Figure 1. Clock wires, drivers and flops (run 1).
(8 px per µm)
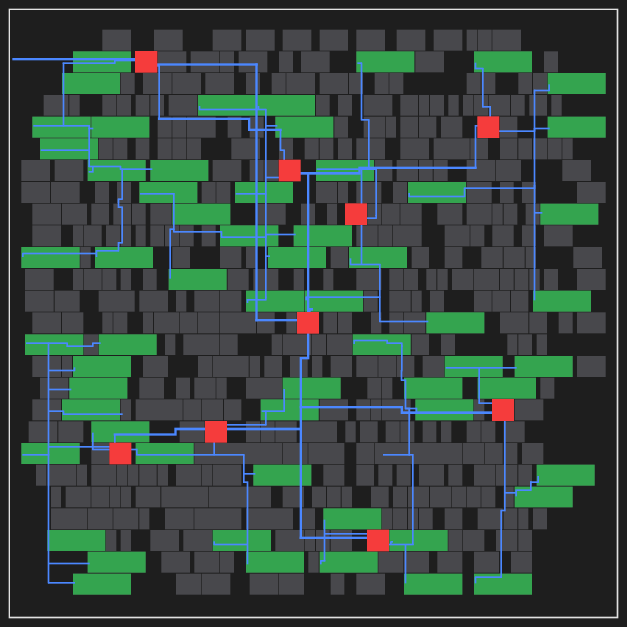
Figure 2. Placement by cell class (run 1).
(4 px per µm) Fill, decap, tap and diode cells in grey.
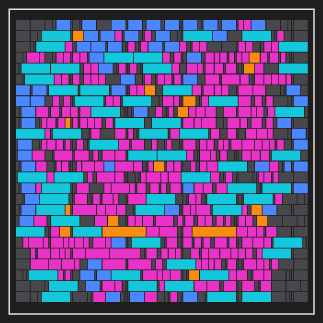
Figure 3. The clock network (run 1).
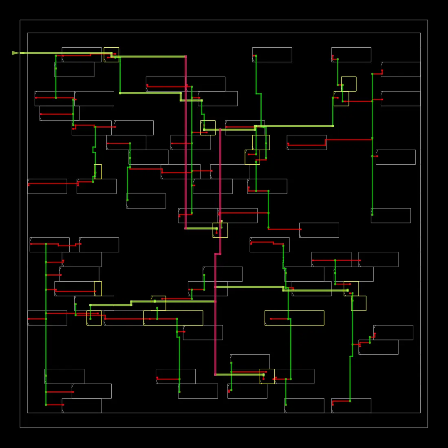
===== src/rtl/sample_buffer_writer.sv =====
// sample_buffer_writer: write side of the ping-pong sample buffer.
// Decimates ADC samples and arms on a rising-edge level trigger, with an
// auto-trigger timeout. It then writes one DEPTH-sample frame into the bank
// that the drawer is not reading, and re-arms when the drawer swaps banks.
module sample_buffer_writer #(
   parameter int unsigned SAMPLE_WIDTH  = 12,
   parameter int unsigned ADD_SIZE      = 11,
   parameter int unsigned DEPTH         = 1280,
   parameter int unsigned DECIM_WIDTH   = 8,
   parameter int          TRIG_LEVEL    = 0,
   parameter int unsigned TIMEOUT_WIDTH = 12,
   parameter int unsigned TRIG_TIMEOUT  = 4095
) (
   input  logic                    CLK104MHZ,
   input  logic                    reset,
   input  logic [SAMPLE_WIDTH-1:0] sample_in,
   input  logic                    sample_valid,
   input  logic [DECIM_WIDTH-1:0]  decim,
   input  logic                    trig_en,
   input  logic                    activeBRAMselect,
   output logic [ADD_SIZE-1:0]     ADD_W,
   output logic [SAMPLE_WIDTH-1:0] DIN,
   output logic                    WE0,
   output logic                    WE1,
   output logic                    frame_ready,
   output logic                    auto_trig,
   output logic [7:0]              torn_count
);

   localparam logic [ADD_SIZE-1:0] LAST_ADDR = ADD_SIZE'(DEPTH - 1);
   localparam logic [TIMEOUT_WIDTH-1:0] TIMEOUT_LAST = TIMEOUT_WIDTH'(TRIG_TIMEOUT - 1);
   localparam logic signed [SAMPLE_WIDTH-1:0] LEVEL = SAMPLE_WIDTH'(TRIG_LEVEL);

   typedef enum logic [1:0] {
      S_ARM  = 2'd0,
      S_FILL = 2'd1,
      S_DONE = 2'd2
   } state_t;

   state_t state, state_n;

   logic                           sel_q;
   logic [DECIM_WIDTH-1:0]         dcnt;
   logic [TIMEOUT_WIDTH-1:0]       tcnt, tcnt_n;
   logic signed [SAMPLE_WIDTH-1:0] prev, prev_n;
   logic                           prev_valid, prev_valid_n;

   logic [ADD_SIZE-1:0]     add_w_n;
   logic [SAMPLE_WIDTH-1:0] din_n;
   logic                    we0_n, we1_n;
   logic                    frame_ready_n;
   logic                    auto_trig_n;
   logic [7:0]              torn_count_n;

   logic                           swap_c;
   logic                           accept_c;
   logic                           write_c;
   logic                           start_c;
   logic                           rise_c;
   logic signed [SAMPLE_WIDTH-1:0] cur_c;
   logic [ADD_SIZE-1:0]            addr_inc_c;

   // Swap and accept qualification; a swap discards a coincident sample
   always_comb begin
      swap_c     = (activeBRAMselect != sel_q);
      accept_c   = sample_valid && (dcnt == decim) && !swap_c;
      cur_c      = sample_in;
      rise_c     = prev_valid && (prev < LEVEL) && (cur_c >= LEVEL);
      addr_inc_c = (ADD_W == LAST_ADDR) ? ADD_W : ADD_W + ADD_SIZE'(1);
   end

   // Decimation counter and bank-select tracking
   always_ff @(posedge CLK104MHZ) begin
      if (reset) begin
         sel_q <= activeBRAMselect;
         dcnt  <= '0;
      end else begin
         sel_q <= activeBRAMselect;
         if (swap_c) begin
            dcnt <= '0;
         end else if (sample_valid) begin
            dcnt <= (dcnt == decim) ? '0 : dcnt + DECIM_WIDTH'(1);
         end
      end
   end

   // State register and registered outputs
   always_ff @(posedge CLK104MHZ) begin
      if (reset) begin
         state       <= S_ARM;
         tcnt        <= '0;
         prev        <= '0;
         prev_valid  <= 1'b0;
         ADD_W       <= '0;
         DIN         <= '0;
         WE0         <= 1'b0;
         WE1         <= 1'b0;
         frame_ready <= 1'b0;
         auto_trig   <= 1'b0;
         torn_count  <= '0;
      end else begin
         state       <= state_n;
         tcnt        <= tcnt_n;
         prev        <= prev_n;
         prev_valid  <= prev_valid_n;
         ADD_W       <= add_w_n;
         DIN         <= din_n;
         WE0         <= we0_n;
         WE1         <= we1_n;
         frame_ready <= frame_ready_n;
         auto_trig   <= auto_trig_n;
         torn_count  <= torn_count_n;
      end
   end

   // Next-state and next-output logic
   always_comb begin
      state_n      = state;
      tcnt_n       = tcnt;
      prev_n       = prev;
      prev_valid_n = prev_valid;
      add_w_n      = ADD_W;
      din_n        = DIN;
      auto_trig_n  = auto_trig;
      torn_count_n = torn_count;
      write_c      = 1'b0;
      start_c      = 1'b0;

      case (state)
         S_ARM: begin
            if (swap_c) begin
               tcnt_n       = '0;
               prev_valid_n = 1'b0;
            end else if (accept_c) begin
               if (!trig_en) begin
                  start_c     = 1'b1;
                  auto_trig_n = 1'b0;
               end else if (rise_c) begin
                  start_c     = 1'b1;
                  auto_trig_n = 1'b0;
               end else if (tcnt == TIMEOUT_LAST) begin
                  start_c     = 1'b1;
                  auto_trig_n = 1'b1;
               end else begin
                  prev_n       = cur_c;
                  prev_valid_n = 1'b1;
                  tcnt_n       = tcnt + TIMEOUT_WIDTH'(1);
               end
               if (start_c) begin
                  write_c      = 1'b1;
                  add_w_n      = '0;
                  din_n        = sample_in;
                  tcnt_n       = '0;
                  prev_valid_n = 1'b0;
                  state_n      = (LAST_ADDR == '0) ? S_DONE : S_FILL;
               end
            end
         end
         S_FILL: begin
            if (swap_c) begin
               state_n = S_ARM;
               if (torn_count != 8'hFF) begin
                  torn_count_n = torn_count + 8'd1;
               end
            end else if (accept_c) begin
               write_c = 1'b1;
               add_w_n = addr_inc_c;
               din_n   = sample_in;
               if (addr_inc_c == LAST_ADDR) begin
                  state_n = S_DONE;
               end
            end
         end
         S_DONE: begin
            if (swap_c) begin
               state_n = S_ARM;
            end
         end
         default: begin
            state_n = S_ARM;
         end
      endcase

      // Writes never occur on a swap, so the live select names the write bank
      we0_n         = write_c & activeBRAMselect;
      we1_n         = write_c & ~activeBRAMselect;
      frame_ready_n = (state_n == S_DONE);
   end

endmodule


===== config.mk =====
export PLATFORM = sky130hd
export DESIGN_NAME = sample_buffer_writer
export DESIGN_NICKNAME = d
export VERILOG_FILES = /design/src/rtl/sample_buffer_writer.sv
export SDC_FILE = /design/constraint.sdc
export NUM_CORES = 1
export LEC_CHECK = 0
export CAP_MARGIN = 20
export CORE_MARGIN = 1
export CORE_UTILIZATION = 58
export CTS_BUF_LIST = sky130_fd_sc_hd__clkbuf_4
export CTS_CLUSTER_DIAMETER = 80
export DETAILED_ROUTE_END_ITERATION = 8
export PLACE_DENSITY = 0.88
export SKIP_CTS_REPAIR_TIMING = 1
export SLEW_MARGIN = 30
export SYNTH_ARGS = -nofsm -noshare
export SYNTH_HDL_FRONTEND = slang
export SYNTH_SLANG_ARGS = --single-unit

===== constraint.sdc =====
create_clock -name CLK104MHZ -period 5.5 [get_ports CLK104MHZ]
set_input_delay 1.1 -clock CLK104MHZ [delete_from_list [all_inputs] [get_ports CLK104MHZ]]
set_output_delay 1.1 -clock CLK104MHZ [all_outputs]
set_load 0.01 [all_outputs]

==> qor.tcl, run 1 <==
set qor(drc) 0
set qor(min-delay-start) {DIN[0]}
set qor(post_route_cells_drive_above_1_share_pct) 7.00
set qor(ys_sh_adder_pct) 2.30
set qor(cts_tree) {done}
set qor(syn_inst) 385
set qor(p_per_area_nw_per_um2) 214
set qor(worst_hold_slack_ps) 480
set qor(crit_path_top_delay_cell) {sky130_fd_sc_hd__or4_1}
set qor(route.antenna.remaining_nets) 0
set qor(final-max-slew-violation-count) 0
set qor(dr.first_iter.drc_count) 278
set qor(detail_route.wl_per_cell_um) 14.7
set qor(combAreaFraction_pct) 46.3
set qor(cp_max_fo) 17
set qor(worst_setup_path_startpoint) {decim[3]}
set qor(total_power_uw) 843
set qor(grt_util_met2_pct) 44.7
set qor(worst_path_largest_cell_delay_ps) 790
set qor(top_usage_layer) {met2}
set qor(tap_cells) 70
set qor(cp_num_buf_inv) 1
set qor(result_of_the_run) {finished clean}
set qor(place_inst) 497
set qor(timing_hold_violations_final) 0
set qor(worst_pin_slew_ps) 966
set qor(grt_util_met3_pct) 8.20
set qor(clk_pin_slew_worst_paths_ps) 100
set qor(synth.cell_area_um2) 3160
set qor(cp_data_arrival_time_ps) 3390
set qor(yosys.stat.chipArea_um2) 3160
set qor(worstSetupStartpointType) {input port}
set qor(asr_flop_ratio_synth_pct) 0
set qor(hold_end) {DIN[0]}
set qor(crit_end) {ADD_W[3]}
set qor(power.share.clock_pct) 41.7
set qor(largest_registers) {DIN x12, tcnt x12, ADD_W x11}
set qor(route.layer.met1.wl_mm) 3.33
set qor(power.internal_uw) 642
set qor(biggestCellCategory) {logic gates}
set qor(layout_top_cells) {sky130_fd_sc_hd__dfxtp_1 (60), sky130_fd_sc_hd__clkdlybuf4s50_1 (58), sky130_fd_sc_hd__o21ai_0 (43)}
set qor(core-area_um2) 5170
set qor(non_clock_inverter_count) 17
set qor(seq_area_share_pct) 30.5
set qor(aoi_share_pct) 21.8
set qor(pg_seq_uw) 437
set qor(log.warning_count) 27
set qor(pwr-share-seq_pct) 51.8
set qor(io-pin-count) 60
set qor(number_of_vias_in_the_routed_layout) 3075
set qor(avgSynthCellArea_um2) 8.21
set qor(p_leak_nw) 1.22
set qor(hold_path.class) {register to register}
set qor(clock.fmax_mhz) 320
set qor(critical_path_depth) 6
set qor(hold-path-cell-count) 2
set qor(first_global_vias) 2657
set qor(die_h_um) 75.8
set qor(relSlewSlack_pct) 35.0
set qor(antenna_cells_inserted) 0
set qor(cp_top_family) {simple AND/OR/NAND/NOR gates}
set qor(cts_max_path_buffers) 2
set qor(filler_cell_count) 370
set qor(setup_viol) 0
set qor(timing.critical_path.required_ps) 5760
set qor(timing_worst_setup_path_type) {input port to register}
set qor(flop_cell) {sky130_fd_sc_hd__dfxtp_1}
set qor(cp_cell_sequence) {clkdlybuf4s50_1 -> xnor2_1 -> nand3_1 -> or4_1 -> o41ai_1 -> a211oi_1}
set qor(final_common_cell) {sky130_fd_sc_hd__dfxtp_1}
set qor(row_count) 26
set qor(htree_levels) 3
set qor(post_synth_mux_area_share_pct) 0.317
set qor(crit_path_end_kind) {register}
set qor(chip_area_um2) 5750
set qor(num-multi-input-gates) 289
set qor(design.final.nets) 468
set qor(clk_latency_ps) 410
set qor(power_clock_uw) 352
set qor(switchingPower_uw) 201
set qor(critical_path.reg2reg.startpoint) {dcnt[3]}
set qor(areaGrowthSynthToFinish_pct) 24.5
set qor(power.combinational.total_uw) 54.7
set qor(r2r-end) {ADD_W[3]}
set qor(port_buffer_cells) 59
set qor(layout.area.seq_um2) 1200
set qor(avgViaCountPerCell) 5.99
set qor(post_synth_and_or_nand_nor_area_fraction_pct) 25.4
set qor(combGateArea_um2) 1820
set qor(detail_route.wirelength_mm) 7.53
set qor(drt_pre_antenna_iters) 7
set qor(ir_drop_v) 0.000261
set qor(synth_xor_xnor_area_share_pct) 7.60
set qor(met3RoutedLength_um) 395
set qor(layout.non_clock_buffers) 61
set qor(fp-utilization_pct) 61.1
set qor(synth_flop_count) 60
set qor(final.setup.worst_slack_ps) 2380
set qor(net_switching_share_of_the_total_power_pct) 23.9
set qor(post-place-ws_ps) 1950
set qor(rsz0062_at_grt) {false}
set qor(synth_seq_share_pct) 38.0
set qor(fp_nets) 415
set qor(number_of_antenna_violations_at_the_first_check_in_global_routing) 0
set qor(grt.total_usage_pct) 27.8
set qor(timing.max_cap.violations) 0
set qor(clock_tree.root_cell) {sky130_fd_sc_hd__clkbuf_4}
set qor(grt_pass1_wl_mm) 12.0
set qor(largest_net_degree_at_the_start_of_global_routing) 55
set qor(worst-r2r-cell-count) 5
set qor(grt_remaining_overflow) 0
About Figure 1:
red -> clock drivers  # count 9
green -> flip-flops  # count 60
blue -> clock wires  # length 763 µm
flops lie = widely spread
routed clock nets = 10

About Figure 2:
orange -> clock drivers and dummy loads  # cells 16, share of their area 4.1%
blue -> remaining buffers and delay cells  # cells 61, share of their area 16%
cyan -> sequential cells  # cells 60, share of their area 31%
magenta -> combinational and other logic  # cells 306, share of their area 49%

About Figure 3:
Post-Route Skew: 7.87 ps
number of sinks driven by the clock tree: 60
clkbuf count: 9
CTS buffer count: 9
number of flip-flops and latches: 60

[run 1: synth_stat cells, drive strengths merged, types with 2 or more instances]
cell     number  share of area, %
xnor2        17               5.7
a211oi        5               1.2
or4           2              0.47
xor2          7               1.9
o211ai       11               2.6
and2          4              0.79
o31ai         6               1.6
a2111oi       2              0.55
nand2        19               2.3
nor3b         7               1.7
nor2b         2              0.40
inv          17               2.0
nor4          8               2.0
o21ai        44               7.0
a21oi        26               4.1
nor3         15               2.4
nand3b        2              0.47
dfxtp        60                38
or2           2              0.40
nand3        30               4.7
and4b         2              0.63
or3           3              0.59
nor2         26               3.1
buf           7               1.1
and4          2              0.55
nand4        15               3.4
o2bb2ai       5               1.4
clkbuf       12               1.4
a31oi         3              0.59
and3          5              0.99
ha            5               2.0
==> run 2, diff against run 1 <==
--- a/config.mk
+++ b/config.mk
@@ -7,11 +7,11 @@
 export LEC_CHECK = 0
 export CAP_MARGIN = 20
 export CORE_MARGIN = 1
-export CORE_UTILIZATION = 58
+export CORE_UTILIZATION = 54
 export CTS_BUF_LIST = sky130_fd_sc_hd__clkbuf_4
 export CTS_CLUSTER_DIAMETER = 80
 export DETAILED_ROUTE_END_ITERATION = 8
-export PLACE_DENSITY = 0.88
+export PLACE_DENSITY = 0.82
 export SKIP_CTS_REPAIR_TIMING = 1
 export SLEW_MARGIN = 30
 export SYNTH_ARGS = -nofsm -noshare
==> constraint.sdc (replaced) <==
create_clock -name CLK104MHZ -period 3.25 [get_ports CLK104MHZ]
set_input_delay 0.65 -clock CLK104MHZ [delete_from_list [all_inputs] [get_ports CLK104MHZ]]
set_output_delay 0.65 -clock CLK104MHZ [all_outputs]
set_load 0.01 [all_outputs]
Figure 4. The metal 2 layer (run 2).
(4 px per µm) Cells faint in the background.
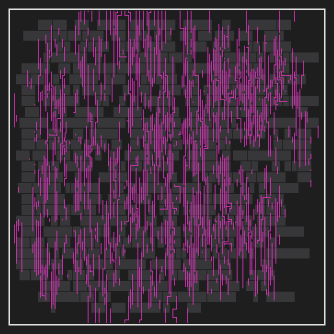
nets with wire on the layer = 400
longest straight run = 37.4 µm
wire length on this layer = 3800 µm
main direction = vertical
share of all routed wire = 48%

Figure 5. I/O pins on the die edge (run 2).
(4 px per µm) Pins as bars across the die edge, other pins in grey.
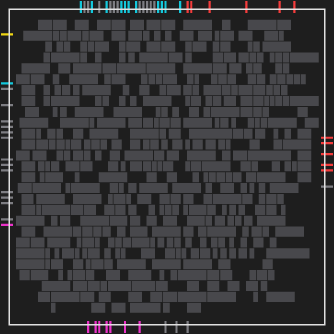
cyan -> DIN  # pins 12, direction output, edge 11 north, 1 west
magenta -> decim  # pins 8, direction input, edge 7 south, 1 west
red -> ADD_W  # pins 11, direction output, edge 6 north, 5 east
yellow -> CLK104MHZ  # pins 1, direction input, edge west

==> run 2 against run 1 <==
Effect of this change: count of clock-buffer cells in the layout is 2 higher; global-route usage fell by 1.2 points; clock skew hardly changed; register-to-register slack got worse by 2400 ps; setup slack got worse by 1700 ps; critical path type is now register to register; synthesized area unchanged; non-clock buffer count rose by 7; first-iteration DRC count down 51%; synthesized cell count unchanged; sequential share of layout area fell by 0.55 points; via count decreased by 0.16%.
==> qor.tcl, run 2 <==
set qor(row_count) 27
set qor(route.layer.met1.wl_mm) 3.57
set qor(grt_pass1_wl_mm) 13.0
set qor(p_per_area_nw_per_um2) 379
set qor(worst_setup_path_startpoint) {ADD_W[0]}
set qor(tritoncts_num_sinks) 60
set qor(final.setup.worst_slack_ps) 646
set qor(ys_types) 51
set qor(clk_pin_slew_worst_paths_ps) 100
set qor(die_w_um) 78.5
set qor(worst_pin_slew_ps) 924
set qor(met2WireLength_mm) 3.80
set qor(fp-utilization_pct) 56.7
set qor(power.combinational.total_uw) 95.9
set qor(cp_max_fo) 12
set qor(reg2reg_setup_slack_ps) 650
set qor(p_leak_nw) 1.28
set qor(synth_seq_share_pct) 38.0
set qor(timing.max_cap.violations) 0
set qor(yosys-stat-cells) 385
set qor(post_route_cells_drive_above_1_share_pct) 8.67
set qor(largest_net_degree_at_the_start_of_global_routing) 55
set qor(grt.total_usage_pct) 26.6
set qor(number_of_vias_in_the_routed_layout) 3070
set qor(worst_path_largest_cell_delay_ps) 550
set qor(port_buffer_cells) 59
set qor(yosys.area.top_type_share_pct) 38.0
set qor(chip_area_um2) 6170
set qor(avgViaCountPerCell) 5.88
set qor(layout_top_cells) {sky130_fd_sc_hd__dfxtp_1 (60), sky130_fd_sc_hd__clkdlybuf4s50_1 (58), sky130_fd_sc_hd__o21ai_0 (43)}
set qor(cp_top_family) {simple AND/OR/NAND/NOR gates}
set qor(routed.top_layer) {met4}
set qor(synth_flop_count) 60
set qor(pwr-share-comb_pct) 6.3
set qor(design.final.nets) 475
set qor(min_period_ps) 2600
set qor(synth-warning-count) 0
set qor(total_power_mw) 1.52
set qor(net_switching_share_of_the_total_power_pct) 21.9
set qor(grt_util_met3_pct) 6.86
set qor(final_cells) 522
set qor(flop_cell) {sky130_fd_sc_hd__dfxtp_1}
set qor(top_usage_layer) {met2}
set qor(met3RoutedLength_um) 353
set qor(post-place-ws_ps) 354
set qor(place_inst) 506
set qor(cts_buffer_count) 9
set qor(cts_tree) {done}
set qor(critical_path.reg2reg.startpoint) {ADD_W[0]}
set qor(yosys-top-cells-count) {sky130_fd_sc_hd__dfxtp_1 (60), sky130_fd_sc_hd__o21ai_0 (43), sky130_fd_sc_hd__nand3_1 (30)}
set qor(final.setup_skew_ps) 8.02
set qor(cts_max_path_buffers) 2
set qor(top_power_group) {sequential cells}
set qor(fp_nets) 415
set qor(setup_viol) 0
set qor(dr.first_iter.drc_count) 136
set qor(number_of_antenna_violations_at_the_first_check_in_global_routing) 0
set qor(switchingPower_uw) 332
set qor(die_h_um) 78.5
set qor(gp_congestion) 0.854
set qor(grt_remaining_overflow) 0
set qor(min-delay-start) {DIN[8]}
set qor(core-area_um2) 5570
set qor(cp_cell_sequence) {ha_1 -> and3_1 -> nand2_1 -> a2111oi_0 -> nand4_1 -> o31ai_1}
set qor(final_area_um2) 4010
set qor(antenna_cells_inserted) 0
set qor(result_of_the_run) {finished clean}
set qor(synth.cell_area_um2) 3160
set qor(pwr-share-seq_pct) 48.7
set qor(crit_path_top_delay_cell) {sky130_fd_sc_hd__dfxtp_1}
set qor(yosys.stat.chipArea_um2) 3160
set qor(hold-path-cell-count) 2
set qor(io-pin-count) 60
set qor(pg_seq_uw) 739
set qor(timing_hold_violations_final) 0
set qor(worst-r2r-cell-count) 6
set qor(grt_util_met2_pct) 44.1
set qor(power.share.clock_pct) 45.0
set qor(hpwl_mm) 5.53
set qor(detail_route.wirelength_mm) 7.84
set qor(asr_flop_ratio_synth_pct) 0
set qor(relSlewSlack_pct) 38.4
set qor(crit_end) {frame_ready}
set qor(route.antenna.remaining_nets) 0
set qor(clk_latency_ps) 410
set qor(timing.critical_path.required_ps) 3570
set qor(power_clock_uw) 683
set qor(htree_levels) 3
set qor(cp_data_arrival_time_ps) 2930
set qor(log.warning_count) 27
set qor(worst_hold_slack_ps) 479
set qor(cp_num_buf_inv) 0
set qor(clock_tree.root_cell) {sky130_fd_sc_hd__clkbuf_4}
set qor(first_global_vias) 2854
set qor(hold_path.class) {register to register}
set qor(synth.area.top_cells) {sky130_fd_sc_hd__dfxtp_1 (38%), sky130_fd_sc_hd__o21ai_0 (6.8%), sky130_fd_sc_hd__nand3_1 (4.7%)}
set qor(final.setup.tns_ps) 0
set qor(detail_route.wl_per_cell_um) 15.0
set qor(timing_worst_setup_path_type) {register to register}
set qor(syn_inst) 385
set qor(hold_end) {DIN[8]}
set qor(yosys.area.top_type) {sky130_fd_sc_hd__dfxtp_1}
set qor(avgSynthCellArea_um2) 8.21
set qor(final_common_cell) {sky130_fd_sc_hd__dfxtp_1}
set qor(final-max-slew-violation-count) 0
set qor(placedInstanceArea_um2) 3820
set qor(crit_path_end_kind) {register}
set qor(rsz0062_at_grt) {false}
set qor(drt_pre_antenna_iters) 4
set qor(most_numerous_cell_in_the_yosys_netlist) {sky130_fd_sc_hd__dfxtp_1}
set qor(ir_drop_v) 0.000320
set qor(clock.fmax_mhz) 384
set qor(final_min_period_over_clock_period_pct) 80.1
set qor(r2r-end) {frame_ready}
set qor(largest_registers) {DIN x12, tcnt x12, ADD_W x11}
set qor(drc) 0
set qor(use_met1_pct) 32.2
set qor(areaGrowthSynthToFinish_pct) 26.8
set qor(critical_path_depth) 6
set qor(power.internal_mw) 1.19
set qor(worstSetupStartpointType) {register}
==> run 2: worst min-delay path, delay by kind of cell (launching register included) <==
kind	cells	cell delay (ps)
flops	1	320
compound gates	2	120
==> run 2: kinds of logic (layout without fill, tap and decap cells) <==
family,after synthesis,count (layout),synth area share [%]
AND-OR/OR-AND,112,112,21.8
XOR/XNOR,24,24,7.60
multiplexers,1,1,0.317
AND/OR/NAND/NOR,146,146,25.4
adder cells (fa/ha/maj),6,6,2.30
buffers and inverters,36,101,4.55
flip-flops,60,60,38.0
==> run 2: final cells by class <==
type	count	area, µm²
repair buffers	68	653
inverters	17	63.8
multi-input cells	289	1820
well taps	72	90.1
clock inverters	5	100
fillers	461	1570
clock buffers	11	82.6
flip-flops and latches	60	1200
==> run 3, diff against run 2 <==
==> constraint.sdc (replaced) <==
create_clock -name CLK104MHZ -period 2.65 [get_ports CLK104MHZ]
set_input_delay 0.53 -clock CLK104MHZ [delete_from_list [all_inputs] [get_ports CLK104MHZ]]
set_output_delay 0.53 -clock CLK104MHZ [all_outputs]
set_load 0.01 [all_outputs]
Figure 6. Clock wires, drivers and flops (run 3).
(8 px per µm)
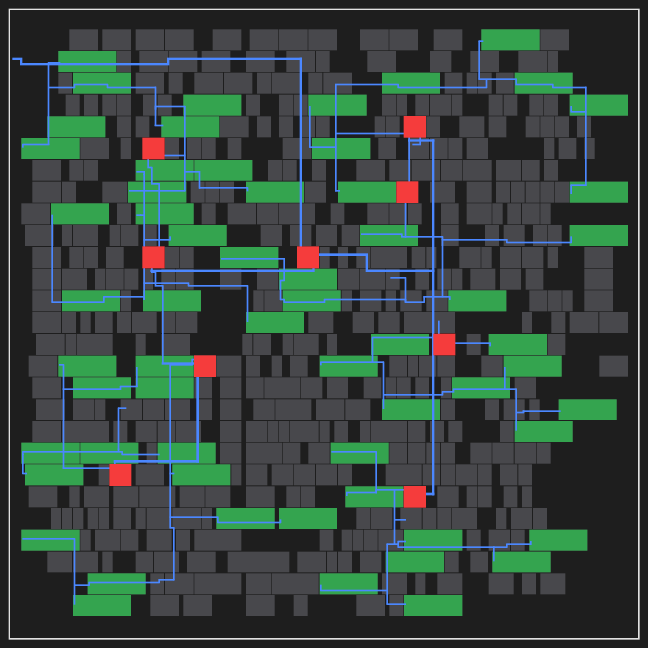
blue -> clock wires  # length 797 µm
red -> clock drivers  # count 9
green -> flip-flops  # count 60
routed clock nets = 10
power consumed by the clock network: 557 µW
Post-Route Skew: 11.1 ps

Figure 7. The metal 2 layer (run 3).
(4 px per µm) Cells faint in the background.
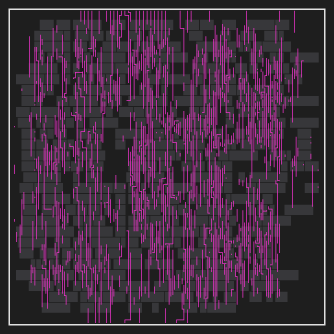
main direction = vertical
nets with wire on the layer = 412
longest straight run = 24.5 µm
wire length on this layer = 3750 µm
share of all routed wire = 48%

==> run 3 against run 2 <==
Effect of this change: maximum frequency is 9.6% higher; synthesized area stayed put; largest power group unchanged; synthesized cell count stayed put; critical path type unchanged; sequential share of layout area hardly changed; register-to-register slack worse by 370 ps; critical endpoint is now state[1]; first-iteration DRC count is 45% higher; clock skew is 3.1 ps higher.
==> qor.tcl, run 3 <==
set qor(combGateArea_um2) 1820
set qor(grt_pass1_wl_mm) 13.5
set qor(num-multi-input-gates) 289
set qor(ir_drop_v) 0.000425
set qor(flop_cell) {sky130_fd_sc_hd__dfxtp_1}
set qor(number_of_antenna_violations_at_the_first_check_in_global_routing) 0
set qor(final_cells) 532
set qor(worst_hold_slack_ps) 480
set qor(fp-utilization_pct) 56.7
set qor(synth_flop_count) 60
set qor(met3RoutedLength_um) 375
set qor(avgViaCountPerCell) 6.01
set qor(synth.cell_area_um2) 3160
set qor(grt.total_usage_pct) 27.1
set qor(largest_net_degree_at_the_start_of_global_routing) 32
set qor(biggestCellCategory) {logic gates}
set qor(aoi_share_pct) 21.8
set qor(tritoncts_num_sinks) 60
set qor(p_leak_nw) 1.30
set qor(gp_congestion) 0.893
set qor(use_met1_pct) 34.7
set qor(detail_route.wl_per_cell_um) 14.7
set qor(post-place-ws_ps) 47.0
set qor(hold_path.class) {register to register}
set qor(place_inst) 516
set qor(grt_util_met2_pct) 43.7
set qor(tap_cells) 72
set qor(placedInstanceArea_um2) 3900
set qor(yosys-stat-cells) 385
set qor(cp_max_fo) 9
set qor(hpwl_mm) 5.53
set qor(synth.area.top_cells) {sky130_fd_sc_hd__dfxtp_1 (38%), sky130_fd_sc_hd__o21ai_0 (6.8%), sky130_fd_sc_hd__nand3_1 (4.7%)}
set qor(yosys.area.top_type_share_pct) 38.0
set qor(cp_num_buf_inv) 0
set qor(drc) 0
set qor(final.setup.tns_ps) 0
set qor(non_clock_inverter_count) 17
set qor(ys_types) 51
set qor(top_usage_layer) {met2}
set qor(post_synth_and_or_nand_nor_area_fraction_pct) 25.4
set qor(post_synth_mux_area_share_pct) 0.317
set qor(grt_remaining_overflow) 0
set qor(largest_registers) {DIN x12, tcnt x12, ADD_W x11}
set qor(cts_tree) {done}
set qor(layout.non_clock_buffers) 78
set qor(clock.fmax_mhz) 421
set qor(antenna_cells_inserted) 0
set qor(crit_path_top_delay_cell) {sky130_fd_sc_hd__dfxtp_1}
set qor(timing_hold_violations_final) 0
set qor(cp_data_arrival_time_ps) 2690
set qor(routed.top_layer) {met4}
set qor(grt_util_met3_pct) 5.35
set qor(io-pin-count) 60
set qor(synth-warning-count) 0
set qor(timing_worst_setup_path_type) {register to register}
set qor(final_min_period_over_clock_period_pct) 89.7
set qor(rsz0062_at_grt) {false}
set qor(filler_cell_count) 469
set qor(ys_sh_adder_pct) 2.30
set qor(clk_latency_ps) 400
set qor(clock_tree.root_cell) {sky130_fd_sc_hd__clkbuf_4}
set qor(row_count) 27
set qor(area_share_nonclk_buffers_pct) 18.1
set qor(drt_pre_antenna_iters) 4
set qor(most_numerous_cell_in_the_yosys_netlist) {sky130_fd_sc_hd__dfxtp_1}
set qor(result_of_the_run) {finished clean}
set qor(number_of_vias_in_the_routed_layout) 3196
set qor(met2WireLength_mm) 3.75
set qor(cts_max_path_buffers) 2
set qor(clkbuf_count) 13
set qor(p_per_area_nw_per_um2) 396
set qor(final-max-slew-violation-count) 0
set qor(min_period_ps) 2380
set qor(route.antenna.remaining_nets) 0
set qor(design.final.nets) 485
set qor(layout.sequential_cells) 60
set qor(yosys.area.top_type) {sky130_fd_sc_hd__dfxtp_1}
set qor(timing.max_cap.violations) 0
set qor(final_area_um2) 4010
set qor(cp_cell_sequence) {ha_1 -> and3_2 -> nand2_1 -> a2111oi_0 -> nand4_1 -> o31ai_1}
set qor(cp_top_family) {simple AND/OR/NAND/NOR gates}
set qor(cts_buffer_count) 9
set qor(relSlewSlack_pct) 55.0
set qor(worstSetupStartpointType) {register}
set qor(setup_viol) 0
set qor(timing.critical_path.required_ps) 2960
set qor(seq_area_share_pct) 29.9
set qor(worst_pin_slew_ps) 669
set qor(yosys-dominant-comb-family) {simple AND/OR/NAND/NOR gates}
set qor(clock_area_share_pct) 2.78
set qor(yosys-top-cells-count) {sky130_fd_sc_hd__dfxtp_1 (60), sky130_fd_sc_hd__o21ai_0 (43), sky130_fd_sc_hd__nand3_1 (30)}
set qor(layout_top_cells) {sky130_fd_sc_hd__dfxtp_1 (60), sky130_fd_sc_hd__clkdlybuf4s50_1 (58), sky130_fd_sc_hd__o21ai_0 (43)}
==> run 3: worst paths after layout <==
| check | from | end | slack [ps] | depth (start not counted) |
|---|---|---|---|---|
| worst min-delay path | DIN[7] | DIN[7] | 480 | 2 |
| worst max register to register | ADD_W[1] | state[1] | 270 | 6 |
| worst min register to register | DIN[7] | DIN[7] | 480 | 2 |
| worst max-delay path | ADD_W[1] | state[1] | 270 | 6 |
==> run 3: report_power, final <==
part / internal, mW / total (mW) / switching (mW)
Combinational: 0.0622 / 0.127 / 0.0648
Sequential: 0.903 / 0.907 / 0.00332
Clock: 0.230 / 0.557 / 0.327
Total: 1.20 / 1.59 / 0.395
No activity file was given, so power comes from the tool's default toggle rates.
